--- src/rtl/uart_frame_parser_if.sv ---
// uart_frame_parser_if: byte-in strobe, payload ready/valid stream and frame
// status signals of the UART frame parser, bundled for port connection.
// The slave modport is the parser side; the master modport is the side that
// feeds bytes in and consumes the payload stream.
interface uart_frame_parser_if;
    logic       axiiv;
    logic [7:0] axiid;
    logic       axiov;
    logic [7:0] axiod;
    logic       axiol;
    logic       axiir;
    logic       frame_ok;
    logic       frame_err;
    logic       busy;

    modport slave (
        input  axiiv, axiid, axiir,
        output axiov, axiod, axiol, frame_ok, frame_err, busy
    );

    modport master (
        output axiiv, axiid, axiir,
        input  axiov, axiod, axiol, frame_ok, frame_err, busy
    );
endinterface

--- src/rtl/uart_frame_parser.sv ---
// uart_frame_parser: recognises A5 / N / payload[N] / XOR-checksum frames from
// single-cycle byte strobes, buffers the payload and replays it on a
// ready/valid stream only after the checksum has verified.
// Optional feature: define PARSER_TIMEOUT_EN to abort a frame whose bytes stop
// arriving for TIMEOUT_CYCLES clocks while in LEN, PAYLOAD or CSUM.
module uart_frame_parser #(
    parameter int MAX_LEN        = 64,
    parameter int TIMEOUT_CYCLES = 208340
) (
    input  logic               clk,
    input  logic               rst,
    uart_frame_parser_if.slave bus
);

    localparam int         AW        = $clog2(MAX_LEN);
    localparam logic [8:0] MAX_LEN_W = 9'(MAX_LEN);

    // Reject parameter sets the buffer addressing cannot represent.
    generate
        if (MAX_LEN < 2 || MAX_LEN > 256 || (MAX_LEN & (MAX_LEN - 1)) != 0 ||
            TIMEOUT_CYCLES < 1) begin : g_bad_params
            $error("uart_frame_parser: MAX_LEN must be a power of two in 2..256, TIMEOUT_CYCLES >= 1");
        end
    endgenerate

    typedef enum logic [2:0] {
        S_IDLE,
        S_LEN,
        S_PAYLOAD,
        S_CSUM,
        S_DRAIN
    } state_t;

    state_t          state_q, state_d;
    logic [7:0]      len_q, len_d;
    logic [7:0]      acc_q, acc_d;
    logic [AW-1:0]   wr_idx_q, wr_idx_d;   // buffer write address, wraps at MAX_LEN
    logic [8:0]      wr_cnt_q, wr_cnt_d;   // full count of payload bytes written
    logic [8:0]      rd_idx_q, rd_idx_d;   // next buffer index to fetch in DRAIN
    logic            axiov_q, axiov_d;
    logic            axiol_q, axiol_d;
    logic            frame_ok_q, frame_ok_d;
    logic            frame_err_q, frame_err_d;
    logic            busy_q, busy_d;
    logic [7:0]      axiod_q;
    logic            wr_en;
    logic            rd_en;

    logic [7:0]      mem [MAX_LEN];

`ifdef PARSER_TIMEOUT_EN
    localparam int            TW      = $clog2(TIMEOUT_CYCLES + 1);
    localparam logic [TW-1:0] TO_LAST = TW'(TIMEOUT_CYCLES - 1);
    logic [TW-1:0]            idle_cnt_q, idle_cnt_d;
`endif

    // Next-state and next-output computation for the frame FSM.
    always_comb begin
        state_d     = state_q;
        len_d       = len_q;
        acc_d       = acc_q;
        wr_idx_d    = wr_idx_q;
        wr_cnt_d    = wr_cnt_q;
        rd_idx_d    = rd_idx_q;
        axiov_d     = axiov_q;
        axiol_d     = axiol_q;
        frame_ok_d  = 1'b0;
        frame_err_d = 1'b0;
        wr_en       = 1'b0;
        rd_en       = 1'b0;

        case (state_q)
            S_IDLE: begin
                if (bus.axiiv && bus.axiid == 8'hA5) begin
                    state_d = S_LEN;
                end
            end
            S_LEN: begin
                if (bus.axiiv) begin
                    len_d    = bus.axiid;
                    acc_d    = bus.axiid;
                    wr_idx_d = '0;
                    wr_cnt_d = '0;
                    if ({1'b0, bus.axiid} > MAX_LEN_W) begin
                        frame_err_d = 1'b1;
                        state_d     = S_IDLE;
                    end else if (bus.axiid == 8'h00) begin
                        state_d = S_CSUM;
                    end else begin
                        state_d = S_PAYLOAD;
                    end
                end
            end
            S_PAYLOAD: begin
                if (bus.axiiv) begin
                    wr_en    = 1'b1;
                    wr_idx_d = wr_idx_q + 1'b1;
                    wr_cnt_d = wr_cnt_q + 9'd1;
                    acc_d    = acc_q ^ bus.axiid;
                    if (wr_cnt_q + 9'd1 == {1'b0, len_q}) begin
                        state_d = S_CSUM;
                    end
                end
            end
            S_CSUM: begin
                if (bus.axiiv) begin
                    if (bus.axiid != acc_q) begin
                        frame_err_d = 1'b1;
                        state_d     = S_IDLE;
                    end else begin
                        frame_ok_d = 1'b1;
                        rd_idx_d   = '0;
                        state_d    = (len_q != 8'h00) ? S_DRAIN : S_IDLE;
                    end
                end
            end
            S_DRAIN: begin
                // The output register may be refilled when empty or when its
                // current byte is being accepted this cycle.
                if (!axiov_q || bus.axiir) begin
                    if (rd_idx_q < {1'b0, len_q}) begin
                        rd_en    = 1'b1;
                        rd_idx_d = rd_idx_q + 9'd1;
                        axiov_d  = 1'b1;
                        axiol_d  = (rd_idx_q == ({1'b0, len_q} - 9'd1));
                    end else begin
                        axiov_d = 1'b0;
                        axiol_d = 1'b0;
                        state_d = S_IDLE;
                    end
                end
            end
            default: begin
                state_d = S_IDLE;
            end
        endcase

`ifdef PARSER_TIMEOUT_EN
        idle_cnt_d = '0;
        if (state_q == S_LEN || state_q == S_PAYLOAD || state_q == S_CSUM) begin
            if (bus.axiiv) begin
                idle_cnt_d = '0;
            end else if (idle_cnt_q == TO_LAST) begin
                frame_err_d = 1'b1;
                state_d     = S_IDLE;
                idle_cnt_d  = '0;
            end else begin
                idle_cnt_d = idle_cnt_q + 1'b1;
            end
        end
`endif

        busy_d = (state_d != S_IDLE);
    end

    // Frame FSM state and registered outputs.
    always_ff @(posedge clk or posedge rst) begin
        if (rst) begin
            state_q     <= S_IDLE;
            len_q       <= '0;
            acc_q       <= '0;
            wr_idx_q    <= '0;
            wr_cnt_q    <= '0;
            rd_idx_q    <= '0;
            axiov_q     <= 1'b0;
            axiol_q     <= 1'b0;
            frame_ok_q  <= 1'b0;
            frame_err_q <= 1'b0;
            busy_q      <= 1'b0;
`ifdef PARSER_TIMEOUT_EN
            idle_cnt_q  <= '0;
`endif
        end else begin
            state_q     <= state_d;
            len_q       <= len_d;
            acc_q       <= acc_d;
            wr_idx_q    <= wr_idx_d;
            wr_cnt_q    <= wr_cnt_d;
            rd_idx_q    <= rd_idx_d;
            axiov_q     <= axiov_d;
            axiol_q     <= axiol_d;
            frame_ok_q  <= frame_ok_d;
            frame_err_q <= frame_err_d;
            busy_q      <= busy_d;
`ifdef PARSER_TIMEOUT_EN
            idle_cnt_q  <= idle_cnt_d;
`endif
        end
    end

    // Payload buffer write port.
    always_ff @(posedge clk) begin
        if (wr_en) begin
            mem[wr_idx_q] <= bus.axiid;
        end
    end

    // Registered buffer read; only advances on a fetch so the byte holds under stall.
    always_ff @(posedge clk or posedge rst) begin
        if (rst) begin
            axiod_q <= '0;
        end else if (rd_en) begin
            axiod_q <= mem[rd_idx_q[AW-1:0]];
        end
    end

    assign bus.axiov     = axiov_q;
    assign bus.axiod     = axiod_q;
    assign bus.axiol     = axiol_q;
    assign bus.frame_ok  = frame_ok_q;
    assign bus.frame_err = frame_err_q;
    assign bus.busy      = busy_q;

endmodule

--- src/flat_wrapper.sv ---
// flat-port wrapper written by rule: the top's interface ports become plain ports
module uart_frame_parser_flat 
#(
    parameter int MAX_LEN        = 64,
    parameter int TIMEOUT_CYCLES = 208340
)
  (clk, rst, bus_axiiv, bus_axiid, bus_axiir, bus_axiov, bus_axiod, bus_axiol, bus_frame_ok, bus_frame_err, bus_busy);
  uart_frame_parser_if bus_i ();
  input  logic clk;
  input  logic rst;
  input wire logic [$bits(bus_i.axiiv)-1:0] bus_axiiv;
  input wire logic [$bits(bus_i.axiid)-1:0] bus_axiid;
  input wire logic [$bits(bus_i.axiir)-1:0] bus_axiir;
  output wire logic [$bits(bus_i.axiov)-1:0] bus_axiov;
  output wire logic [$bits(bus_i.axiod)-1:0] bus_axiod;
  output wire logic [$bits(bus_i.axiol)-1:0] bus_axiol;
  output wire logic [$bits(bus_i.frame_ok)-1:0] bus_frame_ok;
  output wire logic [$bits(bus_i.frame_err)-1:0] bus_frame_err;
  output wire logic [$bits(bus_i.busy)-1:0] bus_busy;
  assign bus_i.axiiv = bus_axiiv;
  assign bus_i.axiid = bus_axiid;
  assign bus_i.axiir = bus_axiir;
  assign bus_axiov = bus_i.axiov;
  assign bus_axiod = bus_i.axiod;
  assign bus_axiol = bus_i.axiol;
  assign bus_frame_ok = bus_i.frame_ok;
  assign bus_frame_err = bus_i.frame_err;
  assign bus_busy = bus_i.busy;
  uart_frame_parser #(.MAX_LEN(MAX_LEN), .TIMEOUT_CYCLES(TIMEOUT_CYCLES)) u_core (.clk(clk), .rst(rst), .bus(bus_i));
endmodule
--- config.mk ---
export PLATFORM = sky130hd
export DESIGN_NAME = uart_frame_parser_flat
export DESIGN_NICKNAME = d
export VERILOG_FILES = /design/src/rtl/uart_frame_parser_if.sv /design/src/rtl/uart_frame_parser.sv /design/src/flat_wrapper.sv
export SDC_FILE = /design/constraint.sdc
export NUM_CORES = 1
export LEC_CHECK = 0
export CAP_MARGIN = 15
export CORE_MARGIN = 2
export CORE_UTILIZATION = 50
export CTS_CLUSTER_SIZE = 12
export DETAILED_ROUTE_END_ITERATION = 12
export HOLD_SLACK_MARGIN = 0.06
export PLACE_DENSITY = 0.62
export SLEW_MARGIN = 20
export SYNTH_ARGS = -nofsm -noshare
export SYNTH_HDL_FRONTEND = slang
export SYNTH_SLANG_ARGS = --single-unit
export TNS_END_PERCENT = 100
--- constraint.sdc ---
create_clock -name clk -period 3.15 [get_ports clk]
set_input_delay 0.63 -clock clk [delete_from_list [all_inputs] [get_ports clk]]
set_output_delay 0.63 -clock clk [all_outputs]
set_load 0.05 [all_outputs]
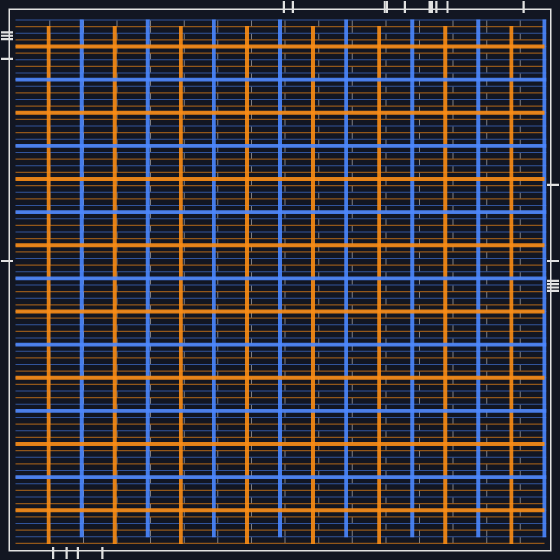
Figure 1: supply network.
Pins as bars on the die edge. Tap cells in grey.
Blue shows VDD. Orange shows VSS.
80 met1 rails follow the rows. 607 tap cells. 16 straps on met4.

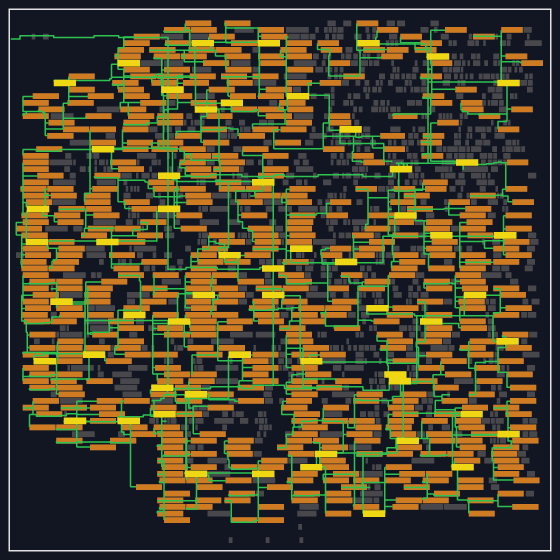
Figure 2: clock distribution.
Yellow shows cells driving clock nets, count 57. Green shows clock wires, length 6290 um. Orange shows flip-flops, count 568.
There are 58 routed clock nets.

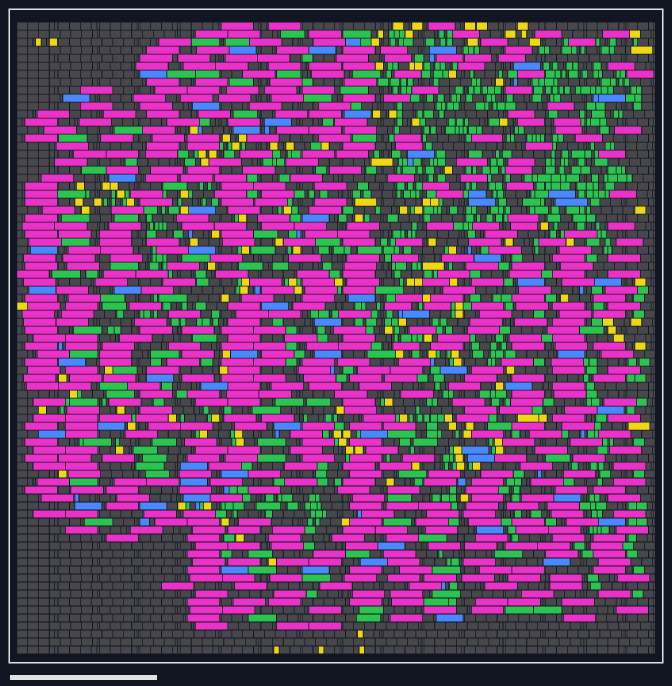
Figure 3: cell classes on the final placement.
Bar = 50 um. Fill, decap, tap and diode cells in grey.
Magenta shows flops, cells 568. Blue shows clock drivers and dummy loads, cells 86. Green shows all other logic, cells 756. Yellow shows other buffers and delay cells, cells 146.

==> impl_metrics.yaml <==
# flow metrics
outcome:
  status: "finished with violations"
  violations: "DRC"
sta:
  rsz0062_at_grt: "no"
  fmax_mhz: 355
  layout_setup_ws_ps: 333
  fin_setup_tns_ps: 0
  setup_violations: 0
  finalCritPeriodShare_pct: 89.4
  drv_slew: 0
  worst_slew_pin_slew_ps: 890
  timing.hold.ws_ps: 394
routing:
  drt-met1-wl_um: 25000
  routed-wl-met2_um: 27600
  routed_via_density: 6.05
  drc_errors: 1
  drtIter0Drc: 1421
cells_and_area:
  stdcell_area_um2: 26700
  utilization_pct: 57.2
  diodes: 0
  stdcell_count: 2163
  area_growth_pct: 12.6
  fill_cells: 3586
pwr:
  pg_comb_w: 0.00529
  cellLeakagePower_nw: 9.16
  top_power_group: "registers"
  vdd_drop_max_mv: 0.512
  power.switching_w: 0.00609
  p_clk_w: 0.00610
  p_sw_share_pct: 30.4
  power.total_w: 0.0200
  pwr-share-clk_pct: 30.4
critical_path:
  crit_fanout: 23
  critPathLaunchType: "register"
  worstSetupEndpointType: "register"
  crit_start: "u_core.rd_idx_q[0]$_DFFE_PP0P_"
  r2r_end: "u_core.bus.busy$_DFF_PP0_"
  worst-path-stages: 8
  slowest_stage: "dfrtp_4"
  rr_worst_depth: 8
  critical_path_arrival_ps: 3300
  crit_end: "u_core.bus.busy$_DFF_PP0_"
clock_network:
  clkLatencyLatePin_ps: 610
  cts_inserted_buffers: 57
  cts_sinks: 568
  clock_path_buffers: 3
  cts_root_buf: "clkbuf_16"
  cts-hold-fix-buffers: 0
  ctsResizeCount: 0
die:
  boundaryPins: 25
  die_w_um: 222
  design.core.area_um2: 46700
  die-area_um2: 49200
synthesis:
  mux_share_pct: 13.1
  syn-num-nets: 1425
  post_synth.cell_area_avg_um2: 16.9
  postSynth.asyncResetShare_pct: 9.86
  ff_type: "edfxtp_1"
  synth_chip_area_um2: 23700
  synthCells: 1400
  numSynthFlops: 568
  adder_share_pct: 0.686
  yosysMostFrequentCell: "edfxtp_1"
  top_cells_by_area: "edfxtp_1 (65%), dfrtp_1 (5.9%), mux2i_1 (4.8%), mux4_1 (4.8%), mux4_2 (3.3%)"
grt:
  grt_pass1_wl_um: 86200
  grt_use_met3_pct: 5.30
  grt_pass1_vias: 12900
  grt_overflow_total: 0
  grt_use_met2_pct: 38.3
  grt_use_met1_pct: 33.5
  grt_max_degree: 70
  antenna_found_initial: 4
place:
  pre_cts_ws_ps: 349
  place_inst: 2077
  place_area_um2: 25100
flow_run:
  tool_warnings: 27
  maxCapViolations: 0
==> layout by cell type (no fill, tap or decap), types with 6 or more instances in the layout <==
cell / instances
a211oi_1: 13
a21oi_1: 31
a22oi_1: 34
a31oi_1: 13
buf_12: 6
buf_2: 8
buf_4: 116
clkbuf_1: 12
clkbuf_16: 58
clkdlybuf4s50_1: 16
clkinv_2: 6
dfrtp_1: 53
edfxtp_1: 512
ha_1: 13
inv_1: 13
mux2i_1: 114
mux4_1: 43
mux4_2: 35
nand2_1: 53
nand2b_1: 6
nand3_1: 45
nand4_1: 17
nor2_1: 112
nor2b_1: 9
nor3_1: 22
o21ai_0: 47
o22ai_1: 15
o31ai_1: 11
xnor2_1: 27
==> cells by family (layout without fill, tap and decap cells) <==
family / count (synthesis) / count (layout)
flip-flops: 568 / 568
adder cells (fa/ha/maj): 13 / 13
buffers and inverters: 91 / 247
XOR/XNOR: 32 / 32
AND/OR/NAND/NOR: 307 / 307
multiplexers: 196 / 196
AND-OR/OR-AND: 193 / 193
==> state kept, by name (all words and copies together), names as in the netlist, 3 cells and up <==
register / count
u_core.mem: 512
u_core.rd_idx_q: 9
u_core.wr_cnt_q: 9
u_core.acc_q: 8
u_core.bus.axiod: 8
u_core.len_q: 8
u_core.wr_idx_q: 6
u_core.state_q: 3
==> layout make-up <==
type | instances | area [um2] | area share [%]
Sequential cell | 568 | 16800 | 62.9
Tap cell | 607 | 759 | 2.85
Clock inverter | 15 | 111 | 0.417
Multi-Input combinational cell | 741 | 6280 | 23.5
Timing Repair Buffer | 146 | 1190 | 4.46
Clock buffer | 71 | 1510 | 5.66
Inverter | 15 | 56.3 | 0.211
Power figures rest on the tool's default switching activity, not on a simulated workload.
